clock_wires.png
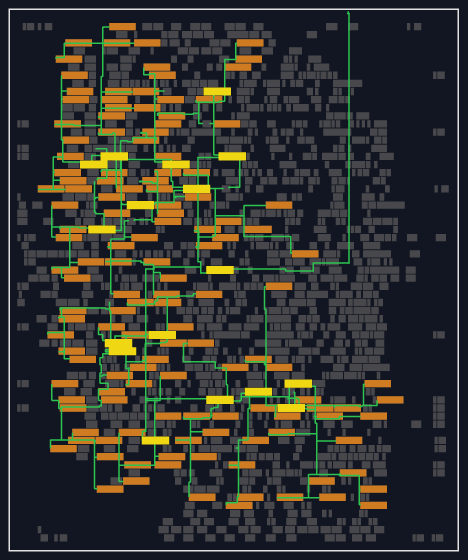
class_map.png
The bar under the picture is 50 µm long. Fill, decap, tap and diode cells in grey.
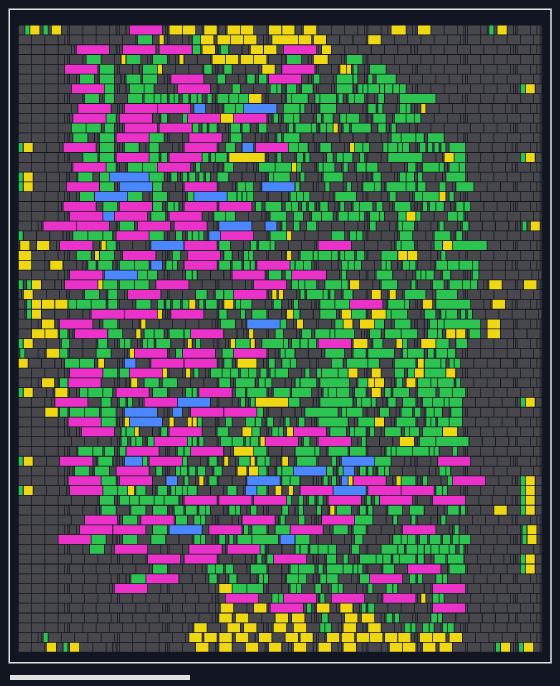
placed.png
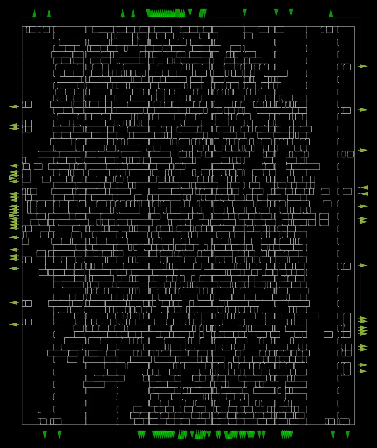
floorplan.png
Pins as bars on the die edge. Tap cells in grey.
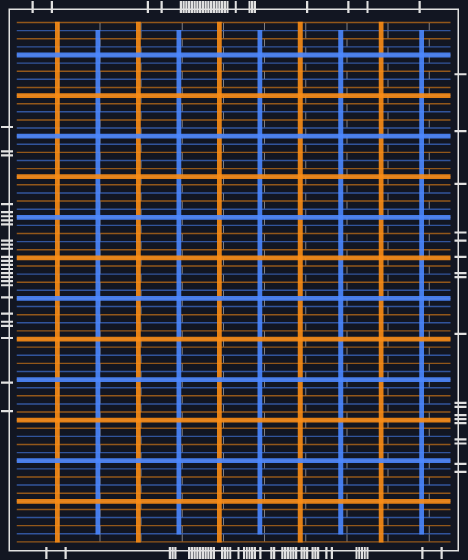
m2.png
The bar under the picture is 50 µm long.
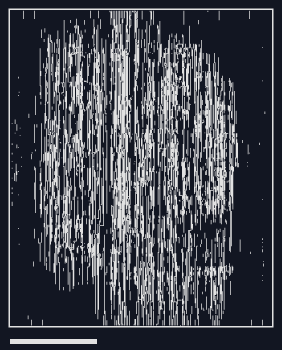
<file path="config.mk">
export PLATFORM = sky130hd
export DESIGN_NAME = mcpu_core
export DESIGN_NICKNAME = d
export VERILOG_FILES = /design/src/rtl/mcpu_pkg.sv /design/src/rtl/mcpu_regfile.sv /design/src/rtl/mcpu_core.sv
export SDC_FILE = /design/constraint.sdc
export NUM_CORES = 1
export LEC_CHECK = 0
export CELL_PAD_IN_SITES_DETAIL_PLACEMENT = 0
export CELL_PAD_IN_SITES_GLOBAL_PLACEMENT = 1
export CORE_AREA = 2 2 148 179
export CTS_BUF_LIST = sky130_fd_sc_hd__clkbuf_4 sky130_fd_sc_hd__clkbuf_8 sky130_fd_sc_hd__clkbuf_16
export CTS_CLUSTER_SIZE = 40
export DETAILED_ROUTE_END_ITERATION = 16
export DIE_AREA = 0 0 150 181
export GPL_TIMING_DRIVEN = 0
export PLACE_DENSITY = 0.79
export SYNTH_ARGS = -nofsm -noshare
export SYNTH_HDL_FRONTEND = slang
export SYNTH_SLANG_ARGS = --single-unit
</file>
<file path="constraint.sdc">
create_clock -name clock -period 3.6 [get_ports clock]
set_input_delay 0.36 -clock clock [delete_from_list [all_inputs] [get_ports clock]]
set_output_delay 0.36 -clock clock [all_outputs]
set_load 0.01 [all_outputs]
</file>
<file path="src/rtl/mcpu_pkg.sv">
// rtl/mcpu_pkg.sv - opcodes, FSM states and ALU controls shared by the multi-cycle core
package mcpu_pkg;

  localparam logic [3:0] OP_ADD  = 4'b0000;
  localparam logic [3:0] OP_SUB  = 4'b0001;
  localparam logic [3:0] OP_AND  = 4'b0010;
  localparam logic [3:0] OP_OR   = 4'b0011;
  localparam logic [3:0] OP_ADDI = 4'b0100;
  localparam logic [3:0] OP_LW   = 4'b0101;
  localparam logic [3:0] OP_SW   = 4'b0110;
  localparam logic [3:0] OP_SLT  = 4'b0111;
  localparam logic [3:0] OP_BEQ  = 4'b1000;
  localparam logic [3:0] OP_HALT = 4'b1111;

  typedef enum logic [2:0] {FETCH, DECODE, EXEC, MEM, WB, HALT} state_e;

  typedef enum logic [2:0] {ALU_ADD, ALU_SUB, ALU_AND, ALU_OR, ALU_SLT} alu_op_e;

  // ADDI, LW and SW all use the adder (immediate add / effective address)
  function automatic alu_op_e alu_ctrl(input logic [3:0] op);
    case (op)
      OP_SUB:  return ALU_SUB;
      OP_AND:  return ALU_AND;
      OP_OR:   return ALU_OR;
      OP_SLT:  return ALU_SLT;
      default: return ALU_ADD;
    endcase
  endfunction

  // Everything above BEQ (explicit HALT included) stops the core
  function automatic logic op_legal(input logic [3:0] op);
    return op <= OP_BEQ;
  endfunction

endpackage

</file>
<file path="src/rtl/mcpu_regfile.sv">
// rtl/mcpu_regfile.sv - 4-entry register file, two read ports, one write port, r0 reads zero
module mcpu_regfile
  import mcpu_pkg::*;
#(
  parameter int DATA_W = 16
) (
  input  logic              clock,
  input  logic              reset_n,
  input  logic [1:0]        ra_i,
  input  logic [1:0]        rb_i,
  output logic [DATA_W-1:0] rdata_a_o,
  output logic [DATA_W-1:0] rdata_b_o,
  input  logic              we_i,
  input  logic [1:0]        wa_i,
  input  logic [DATA_W-1:0] wdata_i
);

  logic [DATA_W-1:0] regs_q [4];

  // Writes to r0 are dropped so entry 0 stays at its reset value
  always_ff @(posedge clock or negedge reset_n) begin
    if (!reset_n) begin
      for (int i = 0; i < 4; i++) regs_q[i] <= '0;
    end else if (we_i && (wa_i != 2'd0)) begin
      regs_q[wa_i] <= wdata_i;
    end
  end

  assign rdata_a_o = (ra_i == 2'd0) ? '0 : regs_q[ra_i];
  assign rdata_b_o = (rb_i == 2'd0) ? '0 : regs_q[rb_i];

endmodule

</file>
<file path="src/rtl/mcpu_core.sv">
// rtl/mcpu_core.sv - multi-cycle 16-bit-ISA core, shared req/ack memory port; MCPU_INSTRET_EN adds retired-instruction counter
module mcpu_core
  import mcpu_pkg::*;
#(
  parameter int DATA_W   = 16,
  parameter int ADDR_W   = 10,
  parameter int RESET_PC = 0
) (
  input  logic              clock,
  input  logic              reset_n,
  output logic              mem_req,
  output logic              mem_we,
  output logic [ADDR_W-1:0] mem_addr,
  output logic [DATA_W-1:0] mem_wdata,
  input  logic [DATA_W-1:0] mem_rdata,
  input  logic              mem_ack,
  output logic [15:0]       ir,
  output logic [ADDR_W-1:0] pc,
  output logic              wb_en,
  output logic [DATA_W-1:0] wb_data,
  output logic              halted,
  output logic [31:0]       instret
);

  state_e            state_q, state_d;
  logic [ADDR_W-1:0] pc_q, pc_d, addr_q, addr_d, br_off;
  logic [15:0]       ir_q, ir_d;
  logic [DATA_W-1:0] a_q, a_d, b_q, b_d, res_q, res_d;
  logic [DATA_W-1:0] rf_a, rf_b, imm_ext, opb, alu_y;
  logic [3:0]        op;
  logic [1:0]        rs, rt, rd;
  logic              rr_type, is_sw;

  assign op      = ir_q[15:12];
  assign rs      = ir_q[11:10];
  assign rt      = ir_q[9:8];
  assign rd      = ir_q[7:6];
  assign imm_ext = DATA_W'($signed(ir_q[7:0]));
  assign br_off  = ADDR_W'($signed(ir_q[7:0]));
  assign rr_type = (op == OP_ADD) || (op == OP_SUB) || (op == OP_AND) ||
                   (op == OP_OR)  || (op == OP_SLT);
  assign is_sw   = (op == OP_SW);
  assign opb     = rr_type ? b_q : imm_ext;

  mcpu_regfile #(.DATA_W(DATA_W)) u_regfile (
    .clock     (clock),
    .reset_n   (reset_n),
    .ra_i      (rs),
    .rb_i      (rt),
    .rdata_a_o (rf_a),
    .rdata_b_o (rf_b),
    .we_i      (state_q == WB),
    .wa_i      (rr_type ? rd : rt),
    .wdata_i   (res_q)
  );

  // ALU on the operand latches; also forms the LW/SW effective address
  always_comb begin
    alu_y = '0;
    case (alu_ctrl(op))
      ALU_ADD: alu_y = a_q + opb;
      ALU_SUB: alu_y = a_q - opb;
      ALU_AND: alu_y = a_q & opb;
      ALU_OR:  alu_y = a_q | opb;
      ALU_SLT: alu_y[0] = $signed(a_q) < $signed(opb);
      default: alu_y = '0;
    endcase
  end

  // Memory port is combinational from state; gated by reset_n so it drops the moment reset asserts
  assign mem_req   = reset_n && ((state_q == FETCH) || (state_q == MEM));
  assign mem_we    = mem_req && (state_q == MEM) && is_sw;
  assign mem_addr  = !mem_req ? '0 : ((state_q == MEM) ? addr_q : pc_q);
  assign mem_wdata = mem_we ? b_q : '0;
  assign wb_en     = (state_q == WB);
  assign wb_data   = wb_en ? res_q : '0;
  assign halted    = (state_q == HALT);
  assign ir        = ir_q;
  assign pc        = pc_q;

  // Next-state and datapath-latch logic for the fetch/decode/exec/mem/wb sequence
  always_comb begin
    state_d = state_q;
    pc_d    = pc_q;
    ir_d    = ir_q;
    a_d     = a_q;
    b_d     = b_q;
    res_d   = res_q;
    addr_d  = addr_q;
    case (state_q)
      FETCH: if (mem_ack) begin
        ir_d    = mem_rdata[15:0];
        pc_d    = pc_q + 1'b1;
        state_d = DECODE;
      end
      DECODE: begin
        a_d     = rf_a;
        b_d     = rf_b;
        state_d = op_legal(op) ? EXEC : HALT;
      end
      EXEC: begin
        if (op == OP_BEQ) begin
          if (a_q == b_q) pc_d = pc_q + br_off;
          state_d = FETCH;
        end else if ((op == OP_LW) || is_sw) begin
          addr_d  = ADDR_W'(alu_y);
          state_d = MEM;
        end else begin
          res_d   = alu_y;
          state_d = WB;
        end
      end
      MEM: if (mem_ack) begin
        if (is_sw) begin
          state_d = FETCH;
        end else begin
          res_d   = mem_rdata;
          state_d = WB;
        end
      end
      WB:      state_d = FETCH;
      HALT:    state_d = HALT;
      default: state_d = HALT;
    endcase
  end

  // State and datapath registers
  always_ff @(posedge clock or negedge reset_n) begin
    if (!reset_n) begin
      state_q <= FETCH;
      pc_q    <= ADDR_W'(RESET_PC);
      ir_q    <= '0;
      a_q     <= '0;
      b_q     <= '0;
      res_q   <= '0;
      addr_q  <= '0;
    end else begin
      state_q <= state_d;
      pc_q    <= pc_d;
      ir_q    <= ir_d;
      a_q     <= a_d;
      b_q     <= b_d;
      res_q   <= res_d;
      addr_q  <= addr_d;
    end
  end

`ifdef MCPU_INSTRET_EN
  logic        retire;
  logic [31:0] instret_q, instret_d;

  assign retire    = ((state_q == EXEC) && (op == OP_BEQ)) ||
                     ((state_q == MEM) && mem_ack && is_sw) ||
                     (state_q == WB);
  assign instret_d = instret_q + {31'd0, retire};
  assign instret   = instret_q;

  // Retired-instruction counter; HALT never reaches a retire point
  always_ff @(posedge clock or negedge reset_n) begin
    if (!reset_n) instret_q <= '0;
    else          instret_q <= instret_d;
  end
`else
  assign instret = '0;
`endif

endmodule
</file>
==> run notes <==
- 48 — number of flip-flops under the largest register name
- u_regfile.regs_q — largest register by flop count
- reg2reg — kind of critical path
- combinational gates — Leading cell kind
- AND-OR/OR-AND gates — CP delay by family, top
- 595 — Detailed Route Iter0 Violations
- 0 — count of yosys warnings during synthesis
- 64 — number of cell rows
- 27.4% — register share of the cell area
- 1515 — cell count after placement
- 8568 — total number of vias
- 0 — number of antenna violations at the first check in global routing
- 0.284 GHz — highest clock frequency the design can meet
- 38.5% — starting density of the core
- 3880 ps — Worst EP required
- 48.7% — fraction of area in multi-input gates
- 0.00601 mm² — combinational cell area excluding buffers and inverters
- 34.7% — top area contributor share
- 0 — global-route congestion overflow total
- 1063 — total cells reported by yosys after synthesis
- 37 — post-cts gate resize count
- 135 x sky130_fd_sc_hd__dfrtp_1, 104 x sky130_fd_sc_hd__mux2_2, 83 x sky130_fd_sc_hd__a21oi_1 — cell types with the highest counts after synthesis
- 20.3 µm — wire length per cell
- 0 — number of diodes
- sky130_fd_sc_hd__dfrtp_1 — most common flop cell mapped by yosys
- 0 ps — TNS Setup
- 0 — Hold Vio Cnt, Final
- 100% — FFs w/ async S/R, synth
- sky130_fd_sc_hd__dfrtp_1 35%, sky130_fd_sc_hd__mux2_2 12%, sky130_fd_sc_hd__ha_1 7.5% — most area-consuming cells after synthesis
- 59 — tally of OpenROAD warnings
- 2 — number of buffers added to fix hold violations after cts
- 31900 µm — sum of routed wire length over all layers
- 390 ps — Slowest Stage Delay on Critical Path
- 41.5% — Max transition margin
- 34.7% — Synth Seq Share
- 181 µm — y dimension of the die
- 430 ps — Worst-Skew Late Latency
- 1063 — number of instances in the synthesized netlist
- 14.1% — final-layout non-clock buffer area share
- 0.00338 mm² — area taken by flip-flops and latches
- 0 — residual antenna-violating net count after detailed routing
- 0.00974 mm² — mapped cell area
- 76 — Unique masters post-synth
- 57 — count of non-CTS inverters in the layout
- 97.7% — share of the clock period used by the worst path
- flop — critical path capture point type
- 12.9% — area fraction in mux cells
- 17 — CTS buffer count
- 19.4% — yosys aoi share
- 48200 µm — global-route wire length before repair
- 878 ps — slew at the pin closest to its max-slew limit
- flop — nature of the critical path startpoint
- in2async — classification of the worst-slack hold path
- 487 ps — worst hold slack across all endpoints
- 4 — critical path buffer and inverter count
- 3520 ps — final critical delay including setup and external delays
- 0 — pins over their slew limit
- 215 — number of ordinary and repair buffers in the finished layout
- 0.938 — final estimated routing congestion in global placement
- 135 — clock sinks
- 0.00974 mm² — post-synthesis chip area from yosys
- 24300 µm — hpwl dp
- buf_6 > nand2_8 > a21oi_4 > buf_8 > mux2_4 > inv_1 > ha_1 > buf_6 > a21oi_4 > o22ai_2 > or2_0 > a221o_1 > a221o_1 > mux2i_2 > o21ai_1 — list of cells traversed by the critical path
- 5.46 — via/cell ratio
- 134 x sky130_fd_sc_hd__dfrtp_1, 98 x sky130_fd_sc_hd__mux2_2, 89 x sky130_fd_sc_hd__clkdlybuf4s50_1 — top library cells by usage in the layout, fill and taps aside
- 22.3% — fraction of layout instances using a drive strength above 1
- 81.7 ps — fin worst setup slack
- finished, final reports clean — result of the run
- 2.34% — area fraction in xor and xnor cells
- 14.7% — simple-gate share of the synthesized area
- 0 — DR DRC count
- 3800 ps — data arrival time of the critical path
- 26.8% — post-synthesis to final-layout area growth
- sky130_fd_sc_hd__clkbuf_16 — Clk Tree Root Cell
- 4.70% — relative area of clock buffers and inverters in the final design
- -898 ps — placement-stage worst setup slack
- 8395 — vias in the first global route
- 5 — Pre-antenna DRT Iters
- 8.07% — post-synthesis adder-cell area fraction
- 6 — postcts setup bufs
- 0.0272 mm² — chip footprint
- AND-OR/OR-AND gates — Main logic family
- 23.4% — total routing resource utilization after global routing
- 95 — largest net degree at the start of global routing
- sky130_fd_sc_hd__dfrtp_1 — most instantiated library cell after synthesis
- 135 — number of register bits inferred by synthesis
- 9 — CP Max Fanout
- sky130_fd_sc_hd__a221o_1 — slowest CP cell
About clock_wires.png:
green -> clock wires  # length 1900 µm
yellow -> clock-net drivers  # count 17
orange -> flip-flops  # count 135
routed clock nets = 18
clock skew: 11.0 ps

About class_map.png:
magenta -> registers  # cells 135, share of their area 28%
yellow -> remaining buffers and delay cells  # cells 215, share of their area 15%
blue -> clock drivers and dummy loads  # cells 32, share of their area 4.9%
green -> remaining logic cells  # cells 856, share of their area 52%

About placed.png:
number of standard cells in the final layout excluding fillers: 1568
flip-flops: 135
number of fillers in the final layout: 2423
number of well-tap cells placed: 330

About floorplan.png:
blue -> VDD
orange -> VSS
rows = 64
met5 straps = 12
signal pins = 123

About m2.png:
wire length on this layer = 16100 µm
nets with wire on the layer = 1066

==> metal layers <==
metal / share of wire [%] / wire length, µm / global-route usage [%] / vias up
met1: 42 / 13500 / 29.9 / 4179
met3: 3.9 / 1250 / 3.08 / 60
met4: 3.2 / 1030 / 7.96 / 0
li1: - / - / - / 4060
met2: 51 / 16100 / 40.4 / 269
met5: 0 / 0 / 0 / -
==> worst register-to-register path, cell delays in order, from the launching register on <==
cell	delay (ps)
sky130_fd_sc_hd__dfrtp_1	360
sky130_fd_sc_hd__buf_6	150
sky130_fd_sc_hd__nand2_8	80
sky130_fd_sc_hd__a21oi_4	230
sky130_fd_sc_hd__buf_8	170
sky130_fd_sc_hd__mux2_4	310
sky130_fd_sc_hd__inv_1	80
sky130_fd_sc_hd__ha_1	230
sky130_fd_sc_hd__buf_6	150
sky130_fd_sc_hd__a21oi_4	210
sky130_fd_sc_hd__o22ai_2	130
sky130_fd_sc_hd__or2_0	250
sky130_fd_sc_hd__a221o_1	300
sky130_fd_sc_hd__a221o_1	390
sky130_fd_sc_hd__mux2i_2	250
sky130_fd_sc_hd__o21ai_1	100
==> per-stage QoR <==
| stage | cell area (µm²) | util, % |
|---|---|---|
| after global placement | 11200 | 44.1 |
| after global routing | 12300 | 48.8 |
| final | 12300 | 48.8 |
| after detailed placement | 11200 | 44.3 |
| after CTS | 12000 | 47.5 |
| after floorplan | 9860 | - |
==> worst paths after layout <==
path,slack (ps),cells past startpoint,start,to
max,80,15,ir[12],res_q[5]
max reg2reg,80,15,ir[12],res_q[5]
min reg2reg,490,2,addr_q[8],addr_q[8]
min in group clock,490,2,addr_q[8],addr_q[8]
min,490,3,reset_n,ir[12]
max in group asynchronous,2620,3,reset_n,pc[2]
